Run 1, metal 4:
Bar = 50 µm.
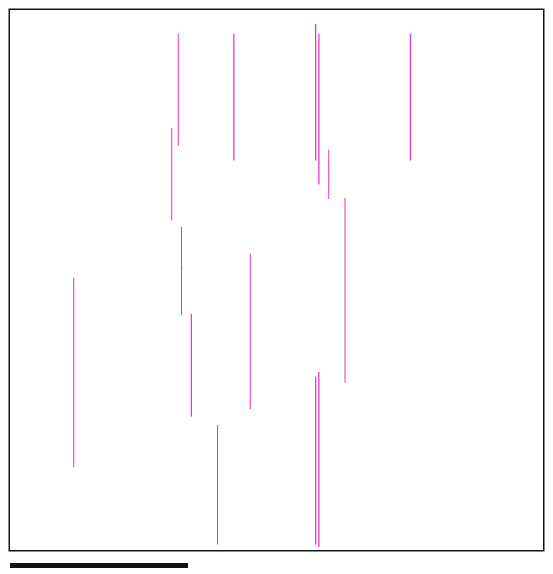
Run 1, metal layers overlaid:
Two of the layers only.
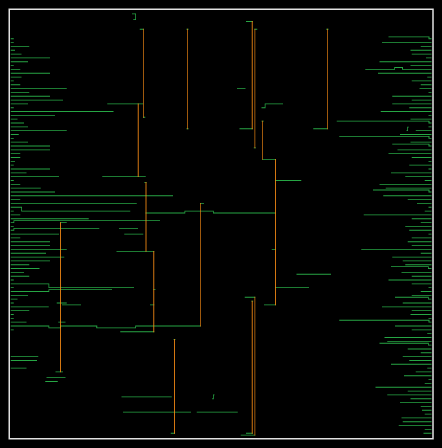
Run 1, sequential cells grouped by signal name:
Bar = 50 µm. Other sequential cells in the stronger grey, the rest of the logic in the fainter grey.
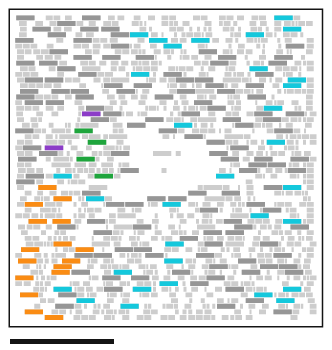
### config.mk
export PLATFORM = sky130hd
export DESIGN_NAME = kronos_ex_opfwd
export DESIGN_NICKNAME = d
export VERILOG_FILES = /design/src/rtl/kronos_ex_opfwd.sv
export SDC_FILE = /design/constraint.sdc
export NUM_CORES = 1
export LEC_CHECK = 0
export CAP_MARGIN = 20
export CORE_AREA = 2 2 148 150
export CTS_CLUSTER_SIZE = 28
export DETAILED_ROUTE_END_ITERATION = 12
export DIE_AREA = 0 0 150 152
export HOLD_SLACK_MARGIN = 0.03
export PLACE_DENSITY_LB_ADDON = 0.08
export SLEW_MARGIN = 20
export SYNTH_ARGS = -nofsm -noshare
export SYNTH_HDL_FRONTEND = slang
export SYNTH_SLANG_ARGS = --single-unit
### constraint.sdc
create_clock -name clk -period 15.73 [get_ports clk]
set_input_delay 3.146 -clock clk [delete_from_list [all_inputs] [get_ports clk]]
set_output_delay 3.146 -clock clk [all_outputs]
set_load 0.01 [all_outputs]
### src/rtl/kronos_ex_opfwd.sv
// Operand resolution stage between ID/EX handoff and the EX ALU.
// Holds a captured instruction until its hazards clear, substitutes forwarded write-back data, then presents it under valid/ready.
`timescale 1ns/1ps
module kronos_ex_opfwd #(
  parameter int PAYLOAD_W   = 32,
  parameter int STALL_CNT_W = 16
) (
  input  logic                   clk,
  input  logic                   rst,
  input  logic                   flush,
  input  logic                   id_vld,
  output logic                   id_rdy,
  input  logic [31:0]            id_op1,
  input  logic [31:0]            id_op2,
  input  logic [31:0]            id_op3,
  input  logic [31:0]            id_op4,
  input  logic [PAYLOAD_W-1:0]   id_payload,
  input  logic                   hz_op1,
  input  logic                   hz_op2,
  input  logic                   hz_op3,
  input  logic                   hz_op4,
  input  logic                   hz_any,
  input  logic                   fwd_vld,
  input  logic [31:0]            fwd_data,
  output logic                   ex_vld,
  input  logic                   ex_rdy,
  output logic [31:0]            ex_op1,
  output logic [31:0]            ex_op2,
  output logic [31:0]            ex_op3,
  output logic [31:0]            ex_op4,
  output logic [PAYLOAD_W-1:0]   ex_payload,
  output logic [STALL_CNT_W-1:0] stall_cnt
);

  typedef enum logic [1:0] {
    IDLE  = 2'd0,
    HOLD  = 2'd1,
    VALID = 2'd2
  } state_t;

  localparam logic [STALL_CNT_W-1:0] STALL_ONE = {{(STALL_CNT_W-1){1'b0}}, 1'b1};
  localparam logic [STALL_CNT_W-1:0] STALL_MAX = {STALL_CNT_W{1'b1}};

  state_t                   state_r, state_s;
  logic                     first_r, first_s;
  logic [3:0]               flags_r, flags_s;
  logic [3:0][31:0]         op_r, op_s;
  logic [PAYLOAD_W-1:0]     payload_r, payload_s;
  logic [STALL_CNT_W-1:0]   stall_r, stall_s;
  logic                     ex_vld_r, ex_vld_s;
  logic [3:0]               hz_vec_s;
  logic [3:0]               cur_flags_s;
  logic                     hz_open_s;
  logic [3:0][31:0]         id_op_s;

  assign hz_vec_s = {hz_op4, hz_op3, hz_op2, hz_op1};
  assign id_op_s  = {id_op4, id_op3, id_op2, id_op1};

  // The first HOLD cycle takes flags straight from the hazard unit; later cycles use the latched copy.
  assign cur_flags_s = first_r ? hz_vec_s : flags_r;
  assign hz_open_s   = first_r ? hz_any   : (|flags_r);

  assign id_rdy = (state_r == IDLE) | ((state_r == VALID) & ex_rdy);

  // Next-state, operand substitution and stall counting.
  always_comb begin
    state_s   = state_r;
    first_s   = 1'b0;
    flags_s   = flags_r;
    op_s      = op_r;
    payload_s = payload_r;
    stall_s   = stall_r;

    if ((state_r == HOLD) && hz_open_s && !fwd_vld && (stall_r != STALL_MAX)) begin
      stall_s = stall_r + STALL_ONE;
    end else begin
      stall_s = stall_r;
    end

    if (flush) begin
      state_s = IDLE;
      flags_s = 4'b0000;
    end else begin
      case (state_r)
        IDLE: begin
          if (id_vld) begin
            state_s   = HOLD;
            first_s   = 1'b1;
            flags_s   = 4'b0000;
            op_s      = id_op_s;
            payload_s = id_payload;
          end else begin
            state_s = IDLE;
          end
        end
        HOLD: begin
          if (!hz_open_s) begin
            state_s = VALID;
            flags_s = 4'b0000;
          end else if (fwd_vld) begin
            for (int i = 0; i < 4; i++) begin
              if (cur_flags_s[i]) begin
                op_s[i] = fwd_data;
              end else begin
                op_s[i] = op_r[i];
              end
            end
            flags_s = 4'b0000;
            state_s = VALID;
          end else begin
            flags_s = cur_flags_s;
            state_s = HOLD;
          end
        end
        VALID: begin
          if (ex_rdy && id_vld) begin
            state_s   = HOLD;
            first_s   = 1'b1;
            flags_s   = 4'b0000;
            op_s      = id_op_s;
            payload_s = id_payload;
          end else if (ex_rdy) begin
            state_s = IDLE;
          end else begin
            state_s = VALID;
          end
        end
        default: begin
          state_s = IDLE;
          flags_s = 4'b0000;
        end
      endcase
    end

    ex_vld_s = (state_s == VALID);
  end

  // State and output registers.
  always_ff @(posedge clk or posedge rst) begin
    if (rst) begin
      state_r   <= IDLE;
      first_r   <= 1'b0;
      flags_r   <= 4'b0000;
      op_r      <= '0;
      payload_r <= {PAYLOAD_W{1'b0}};
      stall_r   <= {STALL_CNT_W{1'b0}};
      ex_vld_r  <= 1'b0;
    end else begin
      state_r   <= state_s;
      first_r   <= first_s;
      flags_r   <= flags_s;
      op_r      <= op_s;
      payload_r <= payload_s;
      stall_r   <= stall_s;
      ex_vld_r  <= ex_vld_s;
    end
  end

  assign ex_vld     = ex_vld_r;
  assign ex_op1     = op_r[0];
  assign ex_op2     = op_r[1];
  assign ex_op3     = op_r[2];
  assign ex_op4     = op_r[3];
  assign ex_payload = payload_r;
  assign stall_cnt  = stall_r;

endmodule

==> GITHUB_STEP_SUMMARY, run 1 <==
## Implementation flow summary

| Metric | Value |
|---|---|
| Clock Tree Buf Depth | `2` |
| Routed metal-1 wire length | `10830 µm` |
| Fill count | `1831` |
| GRT busiest layer | `met2` |
| Skew final | `0.009615 ns` |
| Met2 Routed Length | `12780 µm` |
| Logic area | `3264 µm²` |
| Die width | `150 µm` |
| Cts hold-fix bufs | `0` |
| CTS tree | `done` |
| First-pass GRT wire length | `40520 µm` |
| Critical Path Max Stage Delay | `0.54 ns` |
| Synth-to-layout area growth | `54.12%` |
| Layout cells sized above 1 | `7.753%` |
| Most numerous logic cell after layout | `clkdlybuf4s50_1` |
| Tool Warnings | `26` |
| DIE AREA | `22800 µm²` |
| M3 GR Usage | `6.967%` |
| CP Capture Type | `output port` |
| Yosys warning count | `0` |
| Post-CTS sizing | `0` |
| Outcome | `completed` |
| Arrival time worst endpoint | `~4.5 ns` |
| IO buf count | `roughly 380` |
| Detail Route Antenna Nets | `0` |
| Most common logic cells in the final layout | `380 x clkdlybuf4s50_1, 184 x dfrtp_1, 132 x inv_1` |
| Drt wl/cell | `18.46 µm` |
| Top Consumer | `registers` |
| Share of power burned in registers | `40.1%` |
| Number of stages on the worst setup path | `4` |
| Peak VDD IR | `71.86 µV` |
About 'metal 4':
11 nets have wire on it. The layer holds 2.1% of the routed length. The wires run mostly vertical.

About 'metal layers overlaid':
M3: shown in green, wire length 2200 µm. M4: shown in orange, wire length 552 µm.

About 'sequential cells grouped by signal name':
`ex_op3`: shown in cyan, flops 32, where widely spread. `stall_cnt`: shown in orange, flops 16, where south-west. `flags_r`: shown in green, flops 4, where west. `state_r`: shown in purple, flops 2.
Another 130 sequential cells are not coloured.

==> run 1: synth_stat cells (2+ instances only) <==
cell	count	area, µm²
a2111oi_2	4	60.06
a211oi_1	4	30.03
a21o_1	2	15.01
a21oi_1	131	655.6
a22o_1	4	35.03
a311oi_1	4	35.03
and2_1	33	206.5
and4_1	2	17.52
buf_2	9	45.04
buf_4	12	90.09
clkbuf_1	16	60.06
dfrtp_1	184	4604
inv_1	133	499.2
mux2_1	2	22.52
mux2_2	32	360.4
mux2i_1	128	1281
nand2_1	7	26.28
nand2b_1	4	25.02
nand3_1	6	30.03
nand4_1	2	12.51
nor2b_1	4	25.02
nor3_4	4	65.06
nor4_1	5	31.28
o21ai_0	2	10.01
xnor2_1	3	26.28
xor2_1	11	96.34
==> run 1: cell families (layout without fill, tap and decap cells) <==
kind of cell             count (synthesis)  count (layout)  share of synthesized area, %
AND-OR/OR-AND                          155             155                         10.80
XOR/XNOR                                14              14                         1.434
adder cells (fa/ha/maj)                  1               1                        0.1463
buffers and inverters                  170             555                         8.122
flip-flops                             184             184                         53.86
multiplexers                           162             162                         19.46
AND/OR/NAND/NOR                         77              77                         6.176
==> run 1: final timing paths <==
path / start / endpoint / slack, ns
max reg2reg: state_r[1] / ex_op3[1] / 12.15
max: ex_rdy / id_rdy / 8.05
min reg2reg: stall_cnt[9] / stall_cnt[9] / 0.49
min in group asynchronous: rst / ex_op3[3] / 3.04
min: stall_cnt[9] / stall_cnt[9] / 0.49
max in group asynchronous: rst / ex_payload[25] / 11.38
==> run 1: final cells by class <==
type,instances,share of cell area [%]
tap,280,2.659
multi-input combinational,409,24.77
clock buffer,18,3.257
inverter,133,3.827
clock inverter,14,0.9496
timing repair buffer,390,29.59
sequential,184,34.94
Run 1, routing congestion:
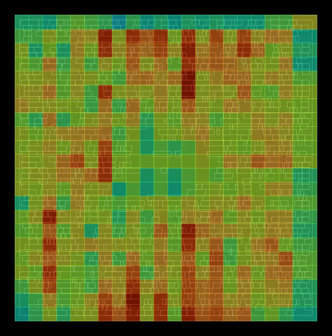

==> inputs of run 2 (changes only) <==
--- a/config.mk
+++ b/config.mk
@@ -6,10 +6,10 @@
 export NUM_CORES = 1
 export LEC_CHECK = 0
 export CAP_MARGIN = 20
-export CORE_AREA = 2 2 148 150
+export CORE_AREA = 2 2 146 148
 export CTS_CLUSTER_SIZE = 28
 export DETAILED_ROUTE_END_ITERATION = 12
-export DIE_AREA = 0 0 150 152
+export DIE_AREA = 0 0 148 150
 export HOLD_SLACK_MARGIN = 0.03
 export PLACE_DENSITY_LB_ADDON = 0.08
 export SLEW_MARGIN = 20
==> constraint.sdc (replaced) <==
create_clock -name clk -period 7.4 [get_ports clk]
set_input_delay 1.48 -clock clk [delete_from_list [all_inputs] [get_ports clk]]
set_output_delay 1.48 -clock clk [all_outputs]
set_load 0.01 [all_outputs]
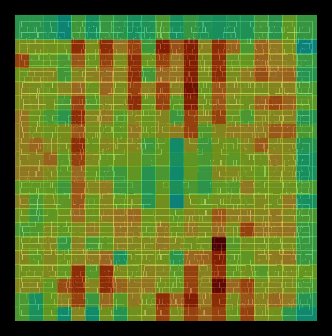
Run 2: routing congestion
drt wl/cell: 18.73 µm
GRT busiest layer: met2
total global-route track usage: 23.89%

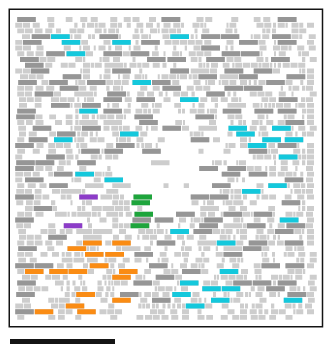
Run 2: sequential cells grouped by signal name
Bar = 50 µm. Other sequential cells in the stronger grey, the rest of the logic in the fainter grey.
`stall_cnt`: shown in orange, flops 16, where south-west. `flags_r`: shown in green, flops 4. `state_r`: shown in purple, flops 2. `ex_op3`: shown in cyan, flops 32, where widely spread.

==> run 2 against run 1 <==
Net effect:
- synthesized cell count unchanged
- setup slack worse by 5.0 ns
- clock power is 100% higher
- cell count fell by 0.42%
- global-route usage rose by 0.81 points
==> GITHUB_STEP_SUMMARY, run 2 <==
## Implementation flow summary

| Metric | Value |
|---|---|
| Most numerous logic cell after layout | `clkdlybuf4s50_1 (unchanged)` |
| List of most frequent post-synthesis cells | `184 x dfrtp_1, 133 x inv_1, 131 x a21oi_1 (unchanged)` |
| Die width | `148 µm (was 150 µm)` |
| Outcome | `completed (unchanged)` |
| IO buf count | `380 (unchanged)` |
| Tool Warnings | `26 (unchanged)` |
| Layout cells sized above 1 | `7.585% (was 7.753%)` |
| Post-CTS sizing | `0 (unchanged)` |
| Cts hold-fix bufs | `0 (unchanged)` |
| Routed metal-1 wire length | `10870 µm (was 10830 µm)` |
| First-pass GRT wire length | `40440 µm (was 40520 µm)` |
| Largest type area fraction | `53.86% (unchanged)` |
| Fill count | `1711 (was 1831)` |
| Clock Tree Buf Depth | `2 (unchanged)` |
| Yosys warning count | `0 (unchanged)` |
| Top-count cell post-synth | `dfrtp_1 (unchanged)` |
| Largest area contributor in the netlist | `dfrtp_1 (unchanged)` |
| Detail Route Antenna Nets | `0 (unchanged)` |
| CTS tree | `done (unchanged)` |
| Most common logic cells in the final layout | `380 x clkdlybuf4s50_1, 184 x dfrtp_1, 132 x inv_1 (unchanged)` |
| M3 GR Usage | `8.445% (was 6.967%)` |
| Nets@finish | `1338 (was 1339)` |
| Area contributors post-synth | `dfrtp_1 54%, mux2i_1 15%, a21oi_1 7.7%, inv_1 5.8%, mux2_2 4.2% (unchanged)` |
| Synth-to-layout area growth | `53.56% (was 54.12%)` |
| Peak VDD IR | `156.9 µV (was 71.86 µV)` |
| Critical Path Max Stage Delay | `0.54 ns (about the same)` |
| CP Capture Type | `output port (unchanged)` |
-- run 2: cells by family (layout without fill, tap and decap cells) --
kind of cell	count (synthesis)	count (layout)	share of synthesized area [%]
buffers and inverters	170	554	8.122
flip-flops	184	184	53.86
multiplexers	162	162	19.46
XOR/XNOR	14	14	1.434
AND-OR/OR-AND	155	155	10.80
adder cells (fa/ha/maj)	1	1	0.1463
AND/OR/NAND/NOR	77	77	6.176
-- run 2: final cells by class --
| class | count | area [µm²] | share of cell area, % |
|---|---|---|---|
| Sequential cell | 184 | 4604 | 35.07 |
| Tap cell | 275 | 344.1 | 2.621 |
| Timing Repair Buffer | 389 | 3871 | 29.49 |
| Clock buffer | 20 | 446.7 | 3.402 |
| Clock inverter | 12 | 93.84 | 0.7148 |
| Inverter | 133 | 504.2 | 3.841 |
| Multi-Input combinational cell | 409 | 3264 | 24.86 |
-- run 2: per-stage QoR --
stage               worst slack, ns  hold WS, ns
finish                        3.061       0.4979
global route                  2.983       0.5251
CTS                           3.049       0.5020
detailed placement            3.062       0.4944
global placement              3.067       0.4827
floorplan                    0.9196       0.4807
-- run 2: power breakdown --
group	total, W	switching [W]	internal, W
clock	0.000844	0.000401	0.000443
combinational	0.00121	0.000515	0.000691
sequential	0.00140	0.000145	0.00126
total	0.00345	0.00106	0.00239
-- run 2: worst paths after layout --
| check | start | slack [ns] | cells after the start | to |
|---|---|---|---|---|
| max in group asynchronous | rst | 4.42 | 3 | ex_op4[8] |
| worst min-delay path | stall_cnt[13] | 0.50 | 1 | stall_cnt[13] |
| worst min register to register | stall_cnt[13] | 0.50 | 1 | stall_cnt[13] |
| min in group asynchronous | rst | 1.58 | 2 | ex_op3[14] |
| worst max register to register | state_r[1] | 4.60 | 5 | ex_op1[2] |
| worst max-delay path | ex_rdy | 3.06 | 4 | id_rdy |
Power and IR drop assume default switching activity.
